$ cat src/rtl/snake_pkg.sv
// Shared definitions for the Snake score path: FSM encoding, BCD limits and
// the legal-range rule for the per-food points value.
package snake_pkg;

  typedef enum logic [1:0] {
    ST_IDLE = 2'd0,
    ST_PLAY = 2'd1,
    ST_OVER = 2'd2
  } state_t;

  localparam logic [7:0] BCD_MAX       = 8'h99;
  localparam logic [3:0] BCD_DIGIT_MAX = 4'd9;

  function automatic bit points_ok(input int unsigned p);
    return (p >= 1) && (p <= 9);
  endfunction

endpackage

$ cat src/rtl/bcd_add_sat.sv
// Combinational packed-BCD adder: adds a single-digit addend to a two-digit
// score and clamps at 99 instead of wrapping.
module bcd_add_sat
  import snake_pkg::*;
(
  input  logic [7:0] i_score,
  input  logic [3:0] i_addend,
  output logic [7:0] o_sum
);

  logic [4:0] w_ones_raw;
  logic [3:0] w_ones;
  logic       w_carry;
  logic [4:0] w_tens;

  always_comb begin
    w_ones_raw = {1'b0, i_score[3:0]} + {1'b0, i_addend};
    w_carry    = (w_ones_raw > {1'b0, BCD_DIGIT_MAX});
    w_ones     = w_carry ? 4'(w_ones_raw - 5'd10) : w_ones_raw[3:0];
    w_tens     = {1'b0, i_score[7:4]} + {4'd0, w_carry};
    // A tens overflow means the true sum is 100 or more.
    if (w_tens > {1'b0, BCD_DIGIT_MAX}) begin
      o_sum = BCD_MAX;
    end else begin
      o_sum = {w_tens[3:0], w_ones};
    end
  end

endmodule

$ cat src/rtl/score_counter.sv
// Snake score accumulator: counts rising edges of I_eat while playing and
// keeps a session best score when built with SCORE_BEST_EN defined.
module score_counter
  import snake_pkg::*;
#(
  parameter int unsigned POINTS = 1
) (
  input  logic       I_clk,
  input  logic       I_rst,
  input  logic       I_start,
  input  logic       I_eat,
  input  logic       I_game_over,
  output logic [7:0] O_score,
  output logic [7:0] O_best,
  output logic       O_playing,
  output logic       O_new_best,
  output state_t     O_state
);

  if (!points_ok(POINTS)) begin : g_bad_points
    $error("score_counter: POINTS must be in 1..9");
  end

  localparam logic [3:0] ADDEND = 4'(POINTS);

  // Inputs are plain levels with no handshake: a food event is the cycle in
  // which I_eat is high after being low, and it is consumed on that edge.
  state_t     r_state;
  state_t     w_state_next;
  logic       r_eat_q;
  logic       w_event;
  logic [7:0] r_score;
  logic [7:0] w_score_next;
  logic [7:0] w_sum;
  logic       r_playing;

  assign w_event = I_eat & ~r_eat_q;

  bcd_add_sat u_add (
    .i_score  (r_score),
    .i_addend (ADDEND),
    .o_sum    (w_sum)
  );

  always_comb begin
    w_state_next = r_state;
    w_score_next = r_score;
    case (r_state)
      ST_IDLE: begin
        w_score_next = '0;
        if (I_start) w_state_next = ST_PLAY;
      end
      ST_PLAY: begin
        // Game over wins over a coincident food event.
        if (I_game_over) begin
          w_state_next = ST_OVER;
        end else if (w_event) begin
          w_score_next = w_sum;
        end
      end
      ST_OVER: begin
        if (I_start) begin
          w_state_next = ST_PLAY;
          w_score_next = '0;
        end
      end
      default: begin
        w_state_next = ST_IDLE;
        w_score_next = '0;
      end
    endcase
  end

  always_ff @(posedge I_clk) begin
    if (I_rst) begin
      r_state   <= ST_IDLE;
      r_eat_q   <= 1'b0;
      r_score   <= '0;
      r_playing <= 1'b0;
    end else begin
      r_state   <= w_state_next;
      r_eat_q   <= I_eat;
      r_score   <= w_score_next;
      r_playing <= (w_state_next == ST_PLAY);
    end
  end

  assign O_score   = r_score;
  assign O_playing = r_playing;
  assign O_state   = r_state;

`ifdef SCORE_BEST_EN
  logic [7:0] r_best;
  logic       r_new_best;
  logic       w_end_game;

  // Packed BCD compares correctly as an unsigned byte.
  assign w_end_game = (r_state == ST_PLAY) && I_game_over;

  always_ff @(posedge I_clk) begin
    if (I_rst) begin
      r_best     <= '0;
      r_new_best <= 1'b0;
    end else begin
      r_new_best <= 1'b0;
      if (w_end_game && (r_score > r_best)) begin
        r_best     <= r_score;
        r_new_best <= 1'b1;
      end
    end
  end

  assign O_best     = r_best;
  assign O_new_best = r_new_best;
`else
  assign O_best     = 8'h00;
  assign O_new_best = 1'b0;
`endif

endmodule
$ cat config.mk
export PLATFORM = sky130hd
export DESIGN_NAME = score_counter
export DESIGN_NICKNAME = d
export VERILOG_FILES = /design/src/rtl/snake_pkg.sv /design/src/rtl/bcd_add_sat.sv /design/src/rtl/score_counter.sv
export SDC_FILE = /design/constraint.sdc
export NUM_CORES = 1
export LEC_CHECK = 0
export CAP_MARGIN = 15
export CORE_MARGIN = 1.5
export CORE_UTILIZATION = 48
export CTS_CLUSTER_DIAMETER = 150
export CTS_CLUSTER_SIZE = 12
export DETAILED_ROUTE_END_ITERATION = 8
export PLACE_DENSITY = 0.91
export REMOVE_ABC_BUFFERS = 1
export SLEW_MARGIN = 20
export SYNTH_ARGS = -nofsm -noshare
export SYNTH_HDL_FRONTEND = slang
export SYNTH_SLANG_ARGS = --single-unit
$ cat constraint.sdc
create_clock -name I_clk -period 5 [get_ports I_clk]
set_input_delay 1.5 -clock I_clk [delete_from_list [all_inputs] [get_ports I_clk]]
set_output_delay 1.5 -clock I_clk [all_outputs]
set_load 0.03 [all_outputs]
==> out/metrics.csv <==
stage;metric;value;unit
grt;use_met3;3.75;%
critical_path;cp_top_family;AND-OR/OR-AND gates;
critical_path;rr_worst_depth;13;
logic_synthesis;async_reset_ff_share;0;%
timing;layout_setup_ws;1.58;ns
critical_path;worstPathMaxFanout;6;
finish;fillers;121;
grt;track_usage;20.4;%
timing;finalCritPeriodShare;68.4;%
grt;grt_max_degree;16;
clocking;numClockSinks;12;
finish;final-nonclk-buf-share;15.7;%
timing;fmaxAchievable;292;MHz
outcome;run_status;finished, final reports clean;
detailed_routing;first_pass_iters;4;
logic_synthesis;avgSynthCellArea;8.39;um2
floorplanning;core_util_floorplan;52.3;%
logic_synthesis;ys_seq_share;30.1;%
timing;slew_headroom;61.8;%
critical_path;crit_chain;ha_1, xnor2_1, ha_1, nand2b_1, a21o_1, a22oi_4, ha_1, ha_1, o21a_1, nor2_1, nor3_1, a311oi_1, o41ai_1;
critical_path;r2r_start;O_score[0]$_SDFFE_PP0P_;
logic_synthesis;mux_area_share;0;%
clocking;clk_pin_slew;0.08;ns
critical_path;reg2reg_to;O_score[3]$_SDFFE_PP0P_;
detailed_routing;drt_drc_violations_left;0;
timing;finalCriticalPeriod;3.42;ns
finish;top_area_cell_class;combinational gates;
clocking;cts_hold_buf;0;
finish;largest_register_ffs;8;
finish;fin_cells;127;
detailed_routing;wl_met1;762;um
logic_synthesis;logic_family;AND-OR/OR-AND gates;
critical_path;cp_data_required_time;5.14;ns
finish;drive_gt1_share;9.01;%
floorplanning;die_h;43.8;um
floorplanning;taps;16;
placement;dp_hpwl;1250;um
detailed_routing;dr_wl_met3;113;um
finish;diodes;0;
## logic make-up after synthesis
family	count (synthesis)
AOI/OAI and AO/OA	24
buffers and inverters	17
and+or+nand+nor	33
other	1
xor gates and xnor gates	3
DFF	12
adders and majority gates	5
## report_power, final
part           total (mW)  switching, mW  internal [mW]
Sequential          0.100        0.00216         0.0980
Combinational      0.0392         0.0271         0.0121
Clock              0.0804         0.0362         0.0442
Total               0.220         0.0654          0.154
## worst reg2reg max path, cell delays in order, from the launching register on
cell,delay [ns]
dfxtp_1,0.38
ha_1,0.26
xnor2_1,0.43
ha_1,0.24
nand2b_1,0.05
a21o_1,0.22
a22oi_4,0.19
ha_1,0.22
ha_1,0.26
o21a_1,0.16
nor2_1,0.05
nor3_1,0.26
a311oi_1,0.10
o41ai_1,0.47
Fig. 1: sequential cells colored by netlist name
Other sequential cells in the stronger gray, the rest of the logic in the fainter gray.
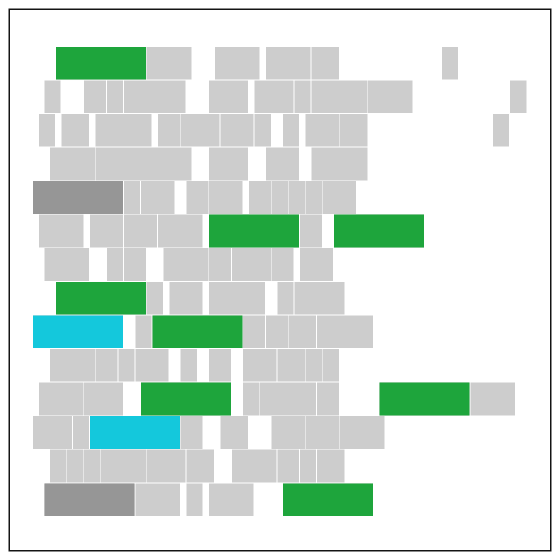
| signal | color | placed flops |
|---|---|---|
| O_score | green | 8 |
| O_state | cyan | 2 |
Flop area: 240 um2
fin util: 62.8%
seq pwr: 100 uW
fraction of area in registers: 25.1%

Fig. 2: wires at chosen ports, followed through buffers
The bar under the picture is 10 um long.
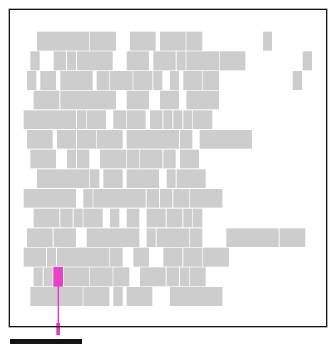
| port | color | bits | direction | end cells | buffers | wire |
|---|---|---|---|---|---|---|
| O_new_best | magenta | 1 | output | 1 | 0 | 6.10 um |

Power is estimated from default activity; no workload was simulated.
